**config.mk**
```make
export PLATFORM = sky130hd
export DESIGN_NAME = rvc_asap_5pl_cr_responder
export DESIGN_NICKNAME = d
export VERILOG_FILES = /design/src/rtl/rvc_asap_5pl_cr_responder.sv
export SDC_FILE = /design/constraint.sdc
export NUM_CORES = 1
export LEC_CHECK = 0
export ABC_CLOCK_PERIOD_IN_PS = 4400
export CORE_MARGIN = 2
export CORE_UTILIZATION = 46
export CTS_CLUSTER_DIAMETER = 30
export DETAILED_ROUTE_END_ITERATION = 10
export PLACE_DENSITY = 0.89
export SYNTH_ARGS = -nofsm -noshare
export SYNTH_HDL_FRONTEND = slang
export SYNTH_SLANG_ARGS = --single-unit
```
**constraint.sdc**
```tcl
create_clock -name Clock -period 4.4 [get_ports Clock]
set_clock_uncertainty 0.1 [all_clocks]
set_input_delay 0.88 -clock Clock [delete_from_list [all_inputs] [get_ports Clock]]
set_output_delay 0.88 -clock Clock [all_outputs]
set_load 0.01 [all_outputs]
```
**src/rtl/rvc_asap_5pl_cr_responder.sv**
```systemverilog
// Control-register responder on the D_MEM bus: 7-seg/LED registers, button/switch sync + debounce.
// Optional CR_SCRATCH_EN adds a 32-bit byte-masked scratch register at offset 0x28.
module rvc_asap_5pl_cr_responder #(
    parameter logic [31:0] CR_BASE         = 32'h0000_C000,
    parameter int          DEBOUNCE_CYCLES = 16
) (
    input  logic        Clock,
    input  logic        Rst,
    input  logic [31:0] DMemWrDataQ103H,
    input  logic [31:0] DMemAddressQ103H,
    input  logic [3:0]  DMemByteEnQ103H,
    input  logic        DMemWrEnQ103H,
    input  logic        DMemRdEnQ103H,
    output logic [31:0] DMemRdRspQ104H,
    input  logic        Button_0,
    input  logic        Button_1,
    input  logic [9:0]  Switch,
    output logic [7:0]  SEG7_0,
    output logic [7:0]  SEG7_1,
    output logic [7:0]  SEG7_2,
    output logic [7:0]  SEG7_3,
    output logic [7:0]  SEG7_4,
    output logic [7:0]  SEG7_5,
    output logic [9:0]  LED
);

    localparam int            CW      = (DEBOUNCE_CYCLES > 1) ? $clog2(DEBOUNCE_CYCLES) : 1;
    localparam logic [CW-1:0] CNT_MAX = CW'(DEBOUNCE_CYCLES - 1);

    logic             hit, wr_hit, rd_hit;
    logic [5:0]       word_off;
    logic [5:0][7:0]  seg_q, seg_d;
    logic [9:0]       led_q, led_d;
    logic [1:0]       btn_s1_q, btn_s2_q;
    logic [9:0]       sw_s1_q, sw_s2_q;
    logic [1:0]       db_q, db_d;
    logic [1:0][CW-1:0] cnt_q, cnt_d;
    logic [1:0]       evt_q, evt_d, evt_clr;
    logic [31:0]      rd_val, rsp_q, rsp_d;
    logic             unused_bits;

    assign hit      = (DMemAddressQ103H[31:8] == CR_BASE[31:8]);
    assign word_off = DMemAddressQ103H[7:2];
    assign wr_hit   = DMemWrEnQ103H && hit;
    assign rd_hit   = DMemRdEnQ103H && hit;

`ifdef CR_SCRATCH_EN
    logic [31:0] scratch_q, scratch_d;

    always_comb begin
        scratch_d = scratch_q;
        if (wr_hit && word_off == 6'h0A) begin
            for (int b = 0; b < 4; b++) begin
                if (DMemByteEnQ103H[b]) scratch_d[8*b +: 8] = DMemWrDataQ103H[8*b +: 8];
            end
        end
    end

    always_ff @(posedge Clock) begin
        if (Rst) scratch_q <= '0;
        else     scratch_q <= scratch_d;
    end

    assign unused_bits = ^DMemAddressQ103H[1:0];
`else
    assign unused_bits = ^{DMemAddressQ103H[1:0], DMemWrDataQ103H[31:10]};
`endif

    // Debounce: accept a new level only after DEBOUNCE_CYCLES consecutive differing samples
    always_comb begin
        db_d  = db_q;
        cnt_d = '0;
        for (int k = 0; k < 2; k++) begin
            if (btn_s2_q[k] != db_q[k]) begin
                if (cnt_q[k] == CNT_MAX) db_d[k]  = btn_s2_q[k];
                else                     cnt_d[k] = cnt_q[k] + 1'b1;
            end
        end
    end

    always_comb begin
        seg_d   = seg_q;
        led_d   = led_q;
        evt_clr = '0;
        if (wr_hit) begin
            for (int i = 0; i < 6; i++) begin
                if (word_off == 6'(i) && DMemByteEnQ103H[0]) seg_d[i] = DMemWrDataQ103H[7:0];
            end
            if (word_off == 6'h06) begin
                if (DMemByteEnQ103H[0]) led_d[7:0] = DMemWrDataQ103H[7:0];
                if (DMemByteEnQ103H[1]) led_d[9:8] = DMemWrDataQ103H[9:8];
            end
            if (word_off == 6'h09 && DMemByteEnQ103H[0]) evt_clr = DMemWrDataQ103H[1:0];
        end
        // A rise in the same cycle as a clear keeps the event
        evt_d = (evt_q & ~evt_clr) | (db_d & ~db_q);
    end

    always_comb begin
        rd_val = '0;
        case (word_off)
            6'h00, 6'h01, 6'h02,
            6'h03, 6'h04, 6'h05: rd_val = {24'b0, seg_q[word_off[2:0]]};
            6'h06:               rd_val = {22'b0, led_q};
            6'h07:               rd_val = {30'b0, db_q};
            6'h08:               rd_val = {22'b0, sw_s2_q};
            6'h09:               rd_val = {30'b0, evt_q};
`ifdef CR_SCRATCH_EN
            6'h0A:               rd_val = scratch_q;
`endif
            default:             rd_val = '0;
        endcase
        rsp_d = rd_hit ? rd_val : 32'b0;
    end

    always_ff @(posedge Clock) begin
        if (Rst) begin
            seg_q    <= {6{8'hFF}};
            led_q    <= '0;
            btn_s1_q <= '0;
            btn_s2_q <= '0;
            sw_s1_q  <= '0;
            sw_s2_q  <= '0;
            db_q     <= '0;
            cnt_q    <= '0;
            evt_q    <= '0;
            rsp_q    <= '0;
        end else begin
            seg_q    <= seg_d;
            led_q    <= led_d;
            btn_s1_q <= {Button_1, Button_0};
            btn_s2_q <= btn_s1_q;
            sw_s1_q  <= Switch;
            sw_s2_q  <= sw_s1_q;
            db_q     <= db_d;
            cnt_q    <= cnt_d;
            evt_q    <= evt_d;
            rsp_q    <= rsp_d;
        end
    end

    assign DMemRdRspQ104H = rsp_q;
    assign SEG7_0 = seg_q[0];
    assign SEG7_1 = seg_q[1];
    assign SEG7_2 = seg_q[2];
    assign SEG7_3 = seg_q[3];
    assign SEG7_4 = seg_q[4];
    assign SEG7_5 = seg_q[5];
    assign LED    = led_q;

endmodule

```
==> impl_metrics.yaml, run 1 <==
# implementation run metrics
status:
  status: "finished clean"
worst_setup_path:
  cp_data_required_time_ns: 4.54
  crit_start: "DMemAddressQ103H[20]"
  critical_path.max_stage_delay_ns: 0.83
  crit_path_cell_trace: "clkdlybuf4s50_1 -> nor4_2 -> nand4_4 -> nor4_4 -> mux2i_1 -> nor2_1"
  crit_fanout: 10
routing:
  first_pass_iters: 4
  vias: 3628
  dr_wl_met2_um: 5460
  vias_per_cell: 5.44
power:
  power_per_cell_area_mw_per_mm2: 290
  top_power_group: "sequential cells"
  leakagePower_nw: 2.01
synthesis:
  ys_top_logic_family: "simple AND/OR/NAND/NOR gates"
  ys_types: 41
  synth_adder_area_share_pct: 0.586
  syn_area_mm2: 0.00427
  ys_area_mm2: 0.00427
  ys_sh_simple_pct: 22.1
  yosys_warnings: 0
die:
  nWellTaps: 111
layout:
  syn_to_final_growth_pct: 34.5
  final_common_cell: "clkdlybuf4s50_1"
  final_cell_mix: "clkdlybuf4s50_1 (124), dfxtp_1 (104), a21oi_1 (48), nor3_1 (44), nor2_1 (36)"
final_timing:
  rsz0062_at_grt: "false"
  worst_slew_pin_slew_ns: 0.910
job:
  cap_violations: 0
  openroad.warnings: 52
cts:
  htree_levels: 3
placement:
  place.gp.congestion: 0.912
==> run_1/wires.png <==
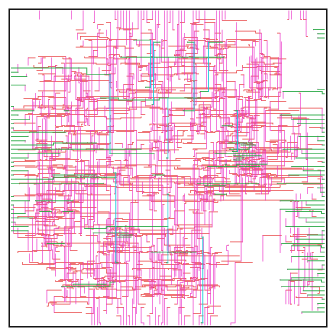
colour	layer	wire length
cyan	metal 4	207 um
red	metal 1	4320 um
magenta	metal 2	5460 um
green	metal 3	976 um

==> run_1/io_placement.png <==
Pins as bars across the die edge, other pins in grey.
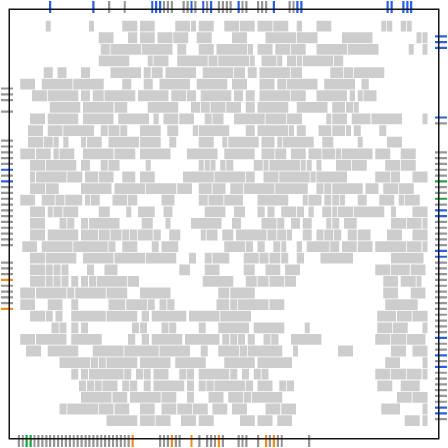
colour	port	pins	direction	edge
blue	`DMemRdRspQ104H`	32	output	17 top, 13 right, 2 left
green	`DMemByteEnQ103H`	4	input	2 right, 2 bottom
orange	`SEG7_1`	8	output	6 bottom, 2 left
all pins by edge	53 bottom, 52 right, 37 top, 32 left
Horiz. Die Dim: 100 um
Die Height: 100 um
PortBufs: 125

==> run_1/placement.png <==
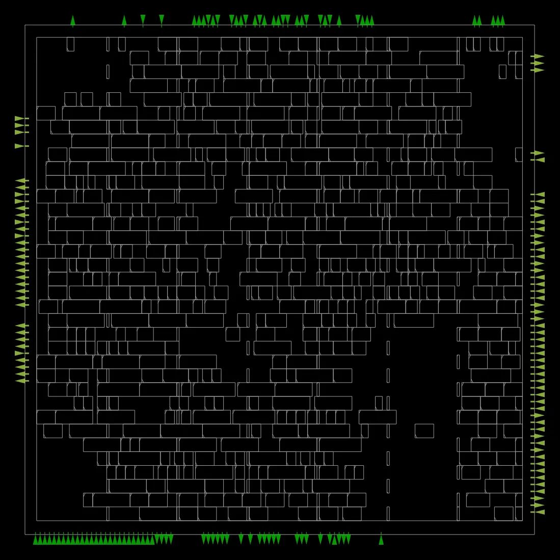
flip-flops: 104
Filler cells: 729
Core Box Area: 0.00911 mm2

==> run_1/placement_by_type.png <==
Fill, decap, tap and diode cells in grey.
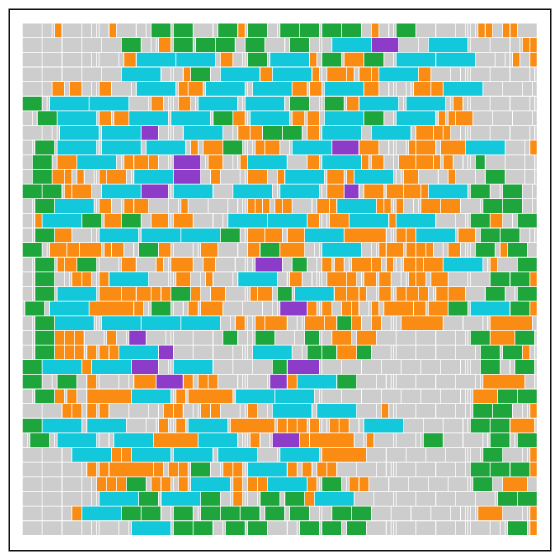
colour	class	cells	share of their area
orange	combinational and other logic	302	36%
purple	clock drivers and dummy loads	16	3.5%
green	remaining buffers and delay cells	134	23%
cyan	sequential cells	104	37%
post-route core utilization: 63.0%
flop share of the area: 36.3%
Design Area, Final: 0.00574 mm2
site row count: 35

--- run 2 (diff from run 1) ---
--- a/config.mk
+++ b/config.mk
@@ -5,12 +5,12 @@
 export SDC_FILE = /design/constraint.sdc
 export NUM_CORES = 1
 export LEC_CHECK = 0
-export ABC_CLOCK_PERIOD_IN_PS = 4400
+export ABC_CLOCK_PERIOD_IN_PS = 2700
 export CORE_MARGIN = 2
-export CORE_UTILIZATION = 46
+export CORE_UTILIZATION = 39
 export CTS_CLUSTER_DIAMETER = 30
 export DETAILED_ROUTE_END_ITERATION = 10
-export PLACE_DENSITY = 0.89
+export PLACE_DENSITY = 0.81
 export SYNTH_ARGS = -nofsm -noshare
 export SYNTH_HDL_FRONTEND = slang
 export SYNTH_SLANG_ARGS = --single-unit
==> constraint.sdc (replaced) <==
create_clock -name Clock -period 2.7 [get_ports Clock]
set_clock_uncertainty 0.1 [all_clocks]
set_input_delay 0.54 -clock Clock [delete_from_list [all_inputs] [get_ports Clock]]
set_output_delay 0.54 -clock Clock [all_outputs]
set_load 0.01 [all_outputs]
==> run 2 against run 1 <==
Effect of this change: register-to-register slack got worse by 1.7 ns; critical endpoint is now SEG7_0[1]$_SDFFE_PP1P_; final cell count up 6.6%; synthesized cell count did not move; cell area is 3.1% higher; combinational power is 72% higher; hold slack got worse by 0.0048 ns; sequential share of layout area fell by 1.1 points; first-iteration DRC count rose by 59%; critical path type unchanged; die area grew 17%; global-route usage is 2.7 points lower; via count increased by 1.0%; worst setup slack got worse by 0.97 ns.
==> impl_metrics.yaml, run 2 <==
# implementation run metrics
die:
  die_y_um: 109
  fp.dieW_um: 109
power:
  leakagePower_nw: 2.09
  top_power_group: "sequential cells"
layout:
  final_area_mm2: 0.00592
  seq_share_pct: 35.2
  seq_cells: 104
  final_common_cell: "clkdlybuf4s50_1"
  final_util_pct: 55.1
synthesis:
  ys_types: 41
  ys_area_mm2: 0.00427
  ys_top_logic_family: "simple AND/OR/NAND/NOR gates"
  synth_adder_area_share_pct: 0.586
job:
  openroad.warnings: 52
worst_setup_path:
  crit_start: "DMemAddressQ103H[20]"
  crit_path_cell_trace: "clkdlybuf4s50_1 -> nor4_2 -> nand4_4 -> buf_4 -> nor3_2 -> buf_4 -> nor3_1 -> a21oi_1"
  critical_path.max_stage_delay_ns: 0.41
  crit_fanout: 16
routing:
  vias_per_cell: 5.16
status:
  status: "finished clean"
placement:
  place.gp.congestion: 0.865
  portBuffers: 125
cts:
  htree_levels: 3
==> run_2/clk_routes.png <==
Scale bar: 20 um.
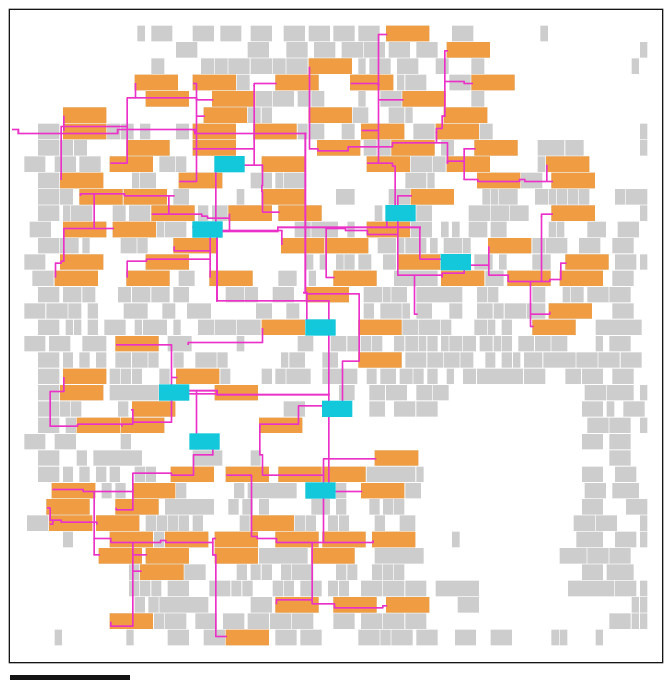
[cyan] clock drivers | count: 9
[orange] flip-flops | count: 104
[magenta] clock wires | length: 1090 um
routed clock nets	10
flops lie	widely spread
clock power share: 33.8%
Clock Latency Late Sink: 0.36 ns

==> run_2/placement.png <==
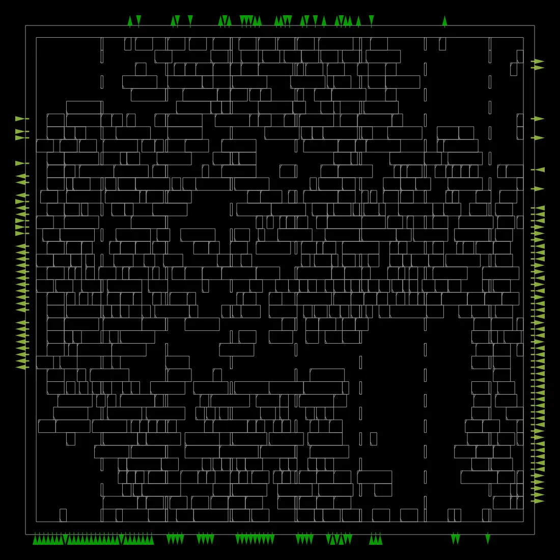
Filler cells: 977
tap cells: 140
Core Box Area: 0.0107 mm2
site row count: 38

==> run_2/wires.png <==
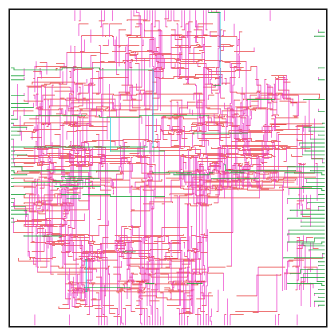
colour	layer	wire length
magenta	metal 2	5940 um
red	metal 1	4490 um
green	metal 3	909 um
cyan	metal 4	74.1 um
routed vias: 3666
Detailed Route WL: 11400 um
GRT Util Overall: 19.3%
WL/cell: 16.0 um

--- run 3 (diff from run 2) ---
--- a/config.mk
+++ b/config.mk
@@ -5,7 +5,7 @@
 export SDC_FILE = /design/constraint.sdc
 export NUM_CORES = 1
 export LEC_CHECK = 0
-export ABC_CLOCK_PERIOD_IN_PS = 2700
+export ABC_CLOCK_PERIOD_IN_PS = 1900
 export CORE_MARGIN = 2
 export CORE_UTILIZATION = 39
 export CTS_CLUSTER_DIAMETER = 30
==> constraint.sdc (replaced) <==
create_clock -name Clock -period 1.9 [get_ports Clock]
set_clock_uncertainty 0.1 [all_clocks]
set_input_delay 0.38 -clock Clock [delete_from_list [all_inputs] [get_ports Clock]]
set_output_delay 0.38 -clock Clock [all_outputs]
set_load 0.01 [all_outputs]
==> run 3 against run 2 <==
Effect of this change: sequential cell count stayed put; final cell count rose by 2.7%; hold slack got worse by 0.0048 ns; sequential power up 42%; critical path depth shrank 1; highest routed layer unchanged.
==> impl_metrics.yaml, run 3 <==
# implementation run metrics
routing:
  routed_wl_um: 12000
  vias: 3766
  wl_met3_um: 974
  wl_per_cell_um: 16.5
  vias_per_cell: 5.16
  dr_wl_met2_um: 5940
  ant_nets: 0
final_timing:
  fin_tns_setup_ns: 0
  rsz0062_at_grt: "false"
cts:
  path_clk_slew_ns: 0.10
  htree_levels: 3
layout:
  fillers: 952
  seq_cells: 104
status:
  status: "finished clean"
die:
  nWellTaps: 140
  coreArea_mm2: 0.0107
  rows: 38
  die_y_um: 109
power:
  top_power_group: "sequential cells"
  leakagePower_nw: 2.33
worst_setup_path:
  crit_path_cell_trace: "dlygate4sd2_1 -> nor4b_4 -> nand2_2 -> nor4_4 -> buf_12 -> mux2i_1 -> nor2_1"
  critical_path.max_stage_delay_ns: 0.39
  crit_fanout: 8
  crit_path_top_delay_cell: "nor4b_4"
  crit_start: "DMemAddressQ103H[6]"
synthesis:
  ys_area_mm2: 0.00427
  ys_sh_xor_pct: 1.23
  ys_types: 41
  ys_top_logic_family: "simple AND/OR/NAND/NOR gates"
  yosys_warnings: 0
  synth_adder_area_share_pct: 0.586
  mux_share_pct: 9.55
worst_hold_path:
  hold_depth: 1
placement:
  dp.cells: 705
  place_ws_ns: -0.556
  portBuffers: 125
  place.gp.congestion: 0.794
global_routing:
  grt_pass1_wl_um: 19000
  track_usage_pct: 20.8
job:
  openroad.warnings: 53
==> run_3/wires.png <==
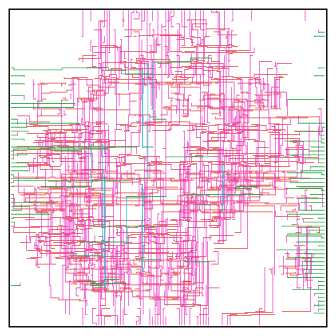
colour	layer	wire length
magenta	metal 2	5940 um
red	metal 1	4890 um
green	metal 3	975 um
cyan	metal 4	237 um

==> run_3/clk_routes.png <==
Scale bar: 20 um.
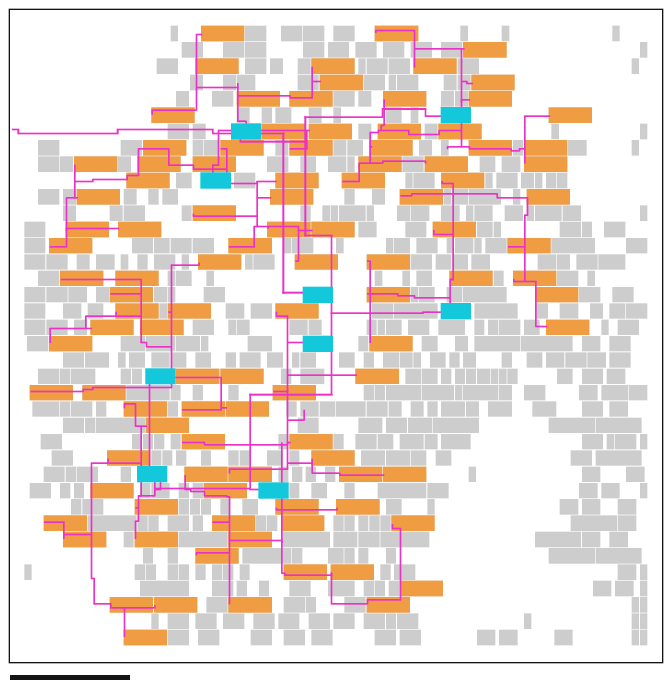
[cyan] clock drivers | count: 9
[magenta] clock wires | length: 1130 um
[orange] flip-flops | count: 104
routed clock nets	10
clock power share: 33.6%
Clock Latency Late Sink: 0.37 ns

==> run_3/placement_by_type.png <==
Fill, decap, tap and diode cells in grey.
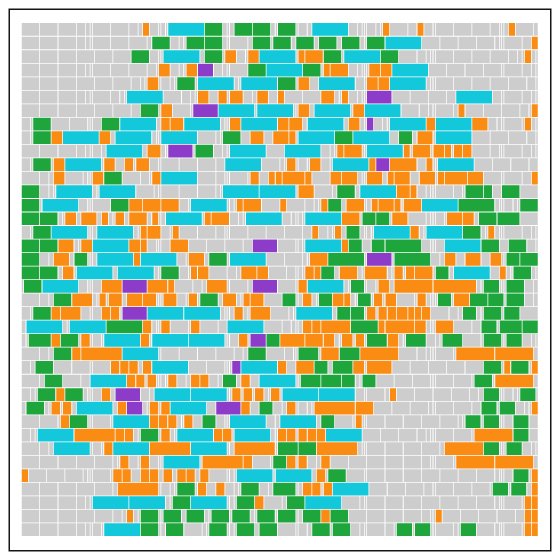
colour	class	cells	share of their area
orange	combinational and other logic	302	35%
cyan	sequential cells	104	35%
purple	clock drivers and dummy loads	16	3.0%
green	remaining buffers and delay cells	168	27%
post-route core utilization: 57.8%
flop share of the area: 33.5%
Design Area, Final: 0.00621 mm2

Power figures rest on the tool's default switching activity, not on a simulated workload.
